## src/rtl/bb2_dot_accum_if.sv

```systemverilog
// Handshake bundle for the 2x2 product dot-product accumulator:
// product input stream plus the completed-result output port.
interface bb2_dot_accum_if #(
   parameter int ACC_W = 8
);
   logic                    in_valid;
   logic                    in_ready;
   logic [3:0]              in_pp;
   logic                    in_clear;
   logic                    out_valid;
   logic                    out_ready;
   logic signed [ACC_W-1:0] out_acc;
   logic                    out_sat;

   modport master (
      output in_valid, in_pp, in_clear, out_ready,
      input  in_ready, out_valid, out_acc, out_sat
   );

   modport slave (
      input  in_valid, in_pp, in_clear, out_ready,
      output in_ready, out_valid, out_acc, out_sat
   );
endinterface

```

## src/rtl/bb2_dot_accum.sv

```systemverilog
// Saturating dot-product accumulator for 4-bit signed partial products;
// emits one result plus a sticky saturation flag per VEC_LEN accepted beats.
//
// state | meaning
// ACCUM | accepting products, summing into acc
// DONE  | result held on out_acc/out_sat until out_ready
module bb2_dot_accum #(
   parameter int VEC_LEN = 8,
   parameter int CNT_W   = 3,
   parameter int ACC_W   = 8
) (
   input  logic              clock,
   input  logic              reset,
   bb2_dot_accum_if.slave    bus
);

   typedef enum logic {ACCUM, DONE} state_t;

   localparam logic [CNT_W-1:0] LAST    = CNT_W'(VEC_LEN - 1);
   localparam logic [ACC_W-1:0] ACC_MAX = {1'b0, {(ACC_W-1){1'b1}}};
   localparam logic [ACC_W-1:0] ACC_MIN = {1'b1, {(ACC_W-1){1'b0}}};

   state_t           state, state_nxt;
   logic [CNT_W-1:0] count, count_nxt;
   logic [ACC_W-1:0] acc, acc_nxt;
   logic             sat, sat_nxt;
   logic [ACC_W-1:0] out_acc_q, out_acc_nxt;
   logic             out_sat_q, out_sat_nxt;

   logic [ACC_W:0]   sum;
   logic             clamp;
   logic [ACC_W-1:0] sum_clamped;

   // One guard bit: overflow shows as disagreement between the top two bits.
   always_comb begin
      sum         = {acc[ACC_W-1], acc} + {{(ACC_W-3){bus.in_pp[3]}}, bus.in_pp};
      clamp       = sum[ACC_W] ^ sum[ACC_W-1];
      sum_clamped = sum[ACC_W-1:0];
      if (clamp) begin
         sum_clamped = sum[ACC_W] ? ACC_MIN : ACC_MAX;
      end
   end

   always_ff @(posedge clock) begin
      if (reset) begin
         state     <= ACCUM;
         count     <= '0;
         acc       <= '0;
         sat       <= 1'b0;
         out_acc_q <= '0;
         out_sat_q <= 1'b0;
      end else begin
         state     <= state_nxt;
         count     <= count_nxt;
         acc       <= acc_nxt;
         sat       <= sat_nxt;
         out_acc_q <= out_acc_nxt;
         out_sat_q <= out_sat_nxt;
      end
   end

   always_comb begin
      state_nxt   = state;
      count_nxt   = count;
      acc_nxt     = acc;
      sat_nxt     = sat;
      out_acc_nxt = out_acc_q;
      out_sat_nxt = out_sat_q;
      unique case (state)
         ACCUM: begin
            if (bus.in_clear) begin
               count_nxt = '0;
               acc_nxt   = '0;
               sat_nxt   = 1'b0;
            end else if (bus.in_valid) begin
               acc_nxt = sum_clamped;
               sat_nxt = sat | clamp;
               if (count == LAST) begin
                  out_acc_nxt = sum_clamped;
                  out_sat_nxt = sat | clamp;
                  count_nxt   = '0;
                  state_nxt   = DONE;
               end else begin
                  count_nxt = count + 1'b1;
               end
            end
         end
         DONE: begin
            if (bus.out_ready) begin
               acc_nxt   = '0;
               sat_nxt   = 1'b0;
               state_nxt = ACCUM;
            end
         end
         default: state_nxt = ACCUM;
      endcase
   end

   assign bus.in_ready  = (state == ACCUM);
   assign bus.out_valid = (state == DONE);
   assign bus.out_acc   = out_acc_q;
   assign bus.out_sat   = out_sat_q;

endmodule
```

## src/flat_wrapper.sv

```systemverilog
// flat-port wrapper written by rule: the top's interface ports become plain ports
module bb2_dot_accum_flat 
#(
   parameter int VEC_LEN = 8,
   parameter int CNT_W   = 3,
   parameter int ACC_W   = 8
)
  (clock, reset, bus_in_valid, bus_in_pp, bus_in_clear, bus_out_ready, bus_in_ready, bus_out_valid, bus_out_acc, bus_out_sat);
  bb2_dot_accum_if #(.ACC_W(ACC_W)) bus_i ();
  input  logic clock;
  input  logic reset;
  input wire logic [$bits(bus_i.in_valid)-1:0] bus_in_valid;
  input wire logic [$bits(bus_i.in_pp)-1:0] bus_in_pp;
  input wire logic [$bits(bus_i.in_clear)-1:0] bus_in_clear;
  input wire logic [$bits(bus_i.out_ready)-1:0] bus_out_ready;
  output wire logic [$bits(bus_i.in_ready)-1:0] bus_in_ready;
  output wire logic [$bits(bus_i.out_valid)-1:0] bus_out_valid;
  output wire logic [$bits(bus_i.out_acc)-1:0] bus_out_acc;
  output wire logic [$bits(bus_i.out_sat)-1:0] bus_out_sat;
  assign bus_i.in_valid = bus_in_valid;
  assign bus_i.in_pp = bus_in_pp;
  assign bus_i.in_clear = bus_in_clear;
  assign bus_i.out_ready = bus_out_ready;
  assign bus_in_ready = bus_i.in_ready;
  assign bus_out_valid = bus_i.out_valid;
  assign bus_out_acc = bus_i.out_acc;
  assign bus_out_sat = bus_i.out_sat;
  bb2_dot_accum #(.VEC_LEN(VEC_LEN), .CNT_W(CNT_W), .ACC_W(ACC_W)) u_core (.clock(clock), .reset(reset), .bus(bus_i));
endmodule
```

## config.mk

```make
export PLATFORM = sky130hd
export DESIGN_NAME = bb2_dot_accum_flat
export DESIGN_NICKNAME = d
export VERILOG_FILES = /design/src/rtl/bb2_dot_accum_if.sv /design/src/rtl/bb2_dot_accum.sv /design/src/flat_wrapper.sv
export SDC_FILE = /design/constraint.sdc
export NUM_CORES = 1
export LEC_CHECK = 0
export CELL_PAD_IN_SITES_DETAIL_PLACEMENT = 1
export CELL_PAD_IN_SITES_GLOBAL_PLACEMENT = 1
export CORE_ASPECT_RATIO = 0.6
export CORE_MARGIN = 4
export CORE_UTILIZATION = 28
export CTS_CLUSTER_DIAMETER = 40
export DETAILED_ROUTE_END_ITERATION = 12
export PLACE_DENSITY_LB_ADDON = 0.3
export REMOVE_ABC_BUFFERS = 1
export SLEW_MARGIN = 20
export SYNTH_ARGS = -nofsm -noshare
export SYNTH_HDL_FRONTEND = slang
export SYNTH_SLANG_ARGS = --single-unit
export TNS_END_PERCENT = 5
```

## constraint.sdc

```tcl
create_clock -name clock -period 2.9 [get_ports clock]
set_input_delay 0.58 -clock clock [delete_from_list [all_inputs] [get_ports clock]]
set_output_delay 0.58 -clock clock [all_outputs]
set_load 0.01 [all_outputs]
```

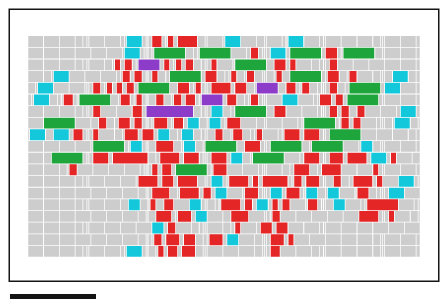
Figure 1: placement by cell class.
Bar = 20 µm. Fill, decap, tap and diode cells in grey.
colour	class	cells	share of their area
purple	clock drivers and dummy loads	4	4.0%
green	flops	22	25%
cyan	other buffers and delay cells	40	20%
red	all other logic	130	52%
final core occ: 0.393
flop share of the area: 0.237
fin area: 0.00186 mm²

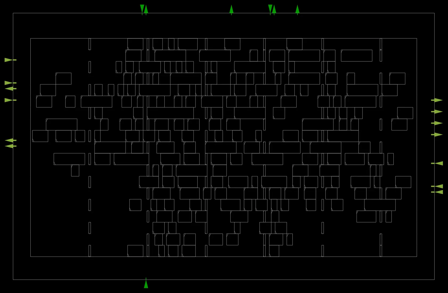
Figure 2: placement view.
final cell count without fillers: 259
num sequential: 22
Core ar.: 0.00473 mm²
placement row count: 19
Well Taps: 63

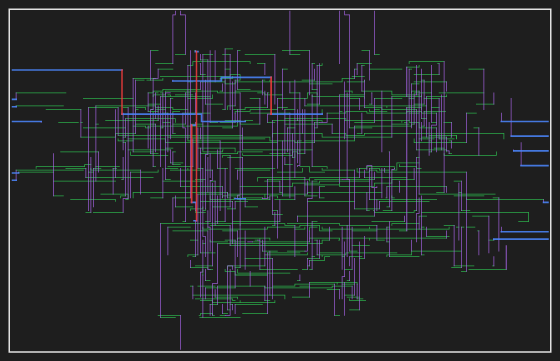
Figure 3: wiring by layer.
colour	layer	wire length
green	met1	2080 µm
blue	met3	131 µm
red	met4	60.5 µm
purple	met2	1870 µm

==> impl_metrics.tcl <==
# collected from the flow reports
set metrics [dict create \
    lay_top_cells "dfxtp_1 (22), buf_4 (21), clkdlybuf4s50_1 (19)" \
    internal-power_w 0.000621 \
    syn_area_mm2 0.00142 \
    arrival_ns 2.98 \
    groute.layer.met3.usage 0.0353 \
    top_usage_layer "met2" \
    netlist_instances 160 \
    period_used_share 0.951 \
    powerComb_w 0.000260 \
    totalWireLength_um 4140 \
    cts_buffers 3 \
    outcome "complete, no violations" \
    met1_length_um 2080 \
    ctsHoldBuffers 0 \
    top_cells_by_count "dfxtp_1 (22), a21oi_1 (16), o21ai_0 (12), ha_1 (10), nor2_1 (10)" \
    syn_area_per_cell_um2 8.86 \
    worstMarginPinSlew_ns 0.669 \
    antenna_found_initial 0 \
    pwr-share-clk 0.335 \
    post_cts_resized 0 \
    slew_viol_final 0 \
    synthFlopType "dfxtp_1" \
    async_flop_share 0 \
    yosys_cells 160 \
    signal_buffers 40 \
    seq_cell_power_w 0.000323 \
    swShare 0.292 \
    most_common_cell "dfxtp_1" \
    p_clk_w 0.000294 \
    xor_share 0.0344 \
    power.density_mw_per_mm2 471 \
    seq_power_share 0.368 \
    portBuffers 19 \
    chipWidth_um 99.9 \
    dp.cells 255 \
    layout_min_cycle_time_ns 2.76 \
    worst_slack_ns 0.142 \
    use_met2 0.216 \
    final.clkbuf_count 3 \
    bufAreaShareNonClock 0.187 \
    dp_hpwl_um 3270 \
    wl_met3_um 130 \
    vias 1391 \
    wire_per_inst_um 16.0 \
    vias_per_cell 5.37 \
    drt_iter0_drc 58 \
    power.total_w 0.000877 \
    rsz0062_at_grt "no" \
    ys_sh_mux 0 \
    grt_pass1_vias 1476 \
    topCellsByArea "dfxtp_1 (31%), ha_1 (8.8%), a21oi_1 (5.6%)" \
    antennaDiodeCount 0 \
    crit_chain "clkdlybuf4s50_1 > ha_1 > inv_1 > fa_1 > nand2b_1 > a211o_1 > a21boi_2 > and4_1 > a221o_1" \
    fp_util 0.300 \
    drc 0 \
    synth_area_leader_cell "dfxtp_1" \
    worstPathRequired_ns 3.12 \
    ys_sh_simple 0.165 \
    largest_class "multi-input combinational cells" \
    p_sw_w 0.000256 \
    worstPathMaxFanout 8 \
    grt_first_pass_wirelength_um 6910 \
    power-top-group "sequential cells" \
    gp_congestion 0.850 \
    top_layer "met4" \
    cp.depth 9 \
    root_buffer "clkbuf_8" \
    mi_logic_area_um2 887 \
    die-area_mm2 0.00630 \
    ys_seq_frac 0.311 \
    ys_chip_area_mm2 0.00142 \
    cts_tree "built" \
    combPwrFrac 0.297 \
    placed_area_mm2 0.00178 \
    cts_setup_buffers 0 \
    wl_met2_um 1870 \
    fin_tns_setup_ns 0 \
    log.warning_count 25 \
    max_cap_violations 0 \
    dr.pass1.iters 4 \
    timing.hold.ws_ns 0.473 \
    clock-sinks 22 \
    grt_max_degree 14 \
    grt-ovfl-total 0 \
    logic_family "AND-OR/OR-AND gates" \
    ys_types 47 \
    fa_ha_area_frac 0.102 \
]
path summary, 6_finish.rpt:
check                                     to                        from  slack, ns
max               u_core.acc[2]$_SDFFE_PP0P_                bus_in_pp[0]       0.14
min          u_core.bus.out_sat$_SDFFE_PP0P_     u_core.sat$_SDFFE_PP0P_       0.47
max reg2reg       u_core.acc[2]$_SDFFE_PP0P_  u_core.acc[0]$_SDFFE_PP0P_       0.56
min reg2reg  u_core.bus.out_sat$_SDFFE_PP0P_     u_core.sat$_SDFFE_PP0P_       0.47
logic make-up (layout without fill, tap and decap cells):
group	after synthesis	after routing
simple gates	42	42
flops	22	22
compound gates	64	64
fa+ha+maj	11	11
xor+xnor	4	4
buf+inv	17	53
Power and IR drop assume default switching activity.
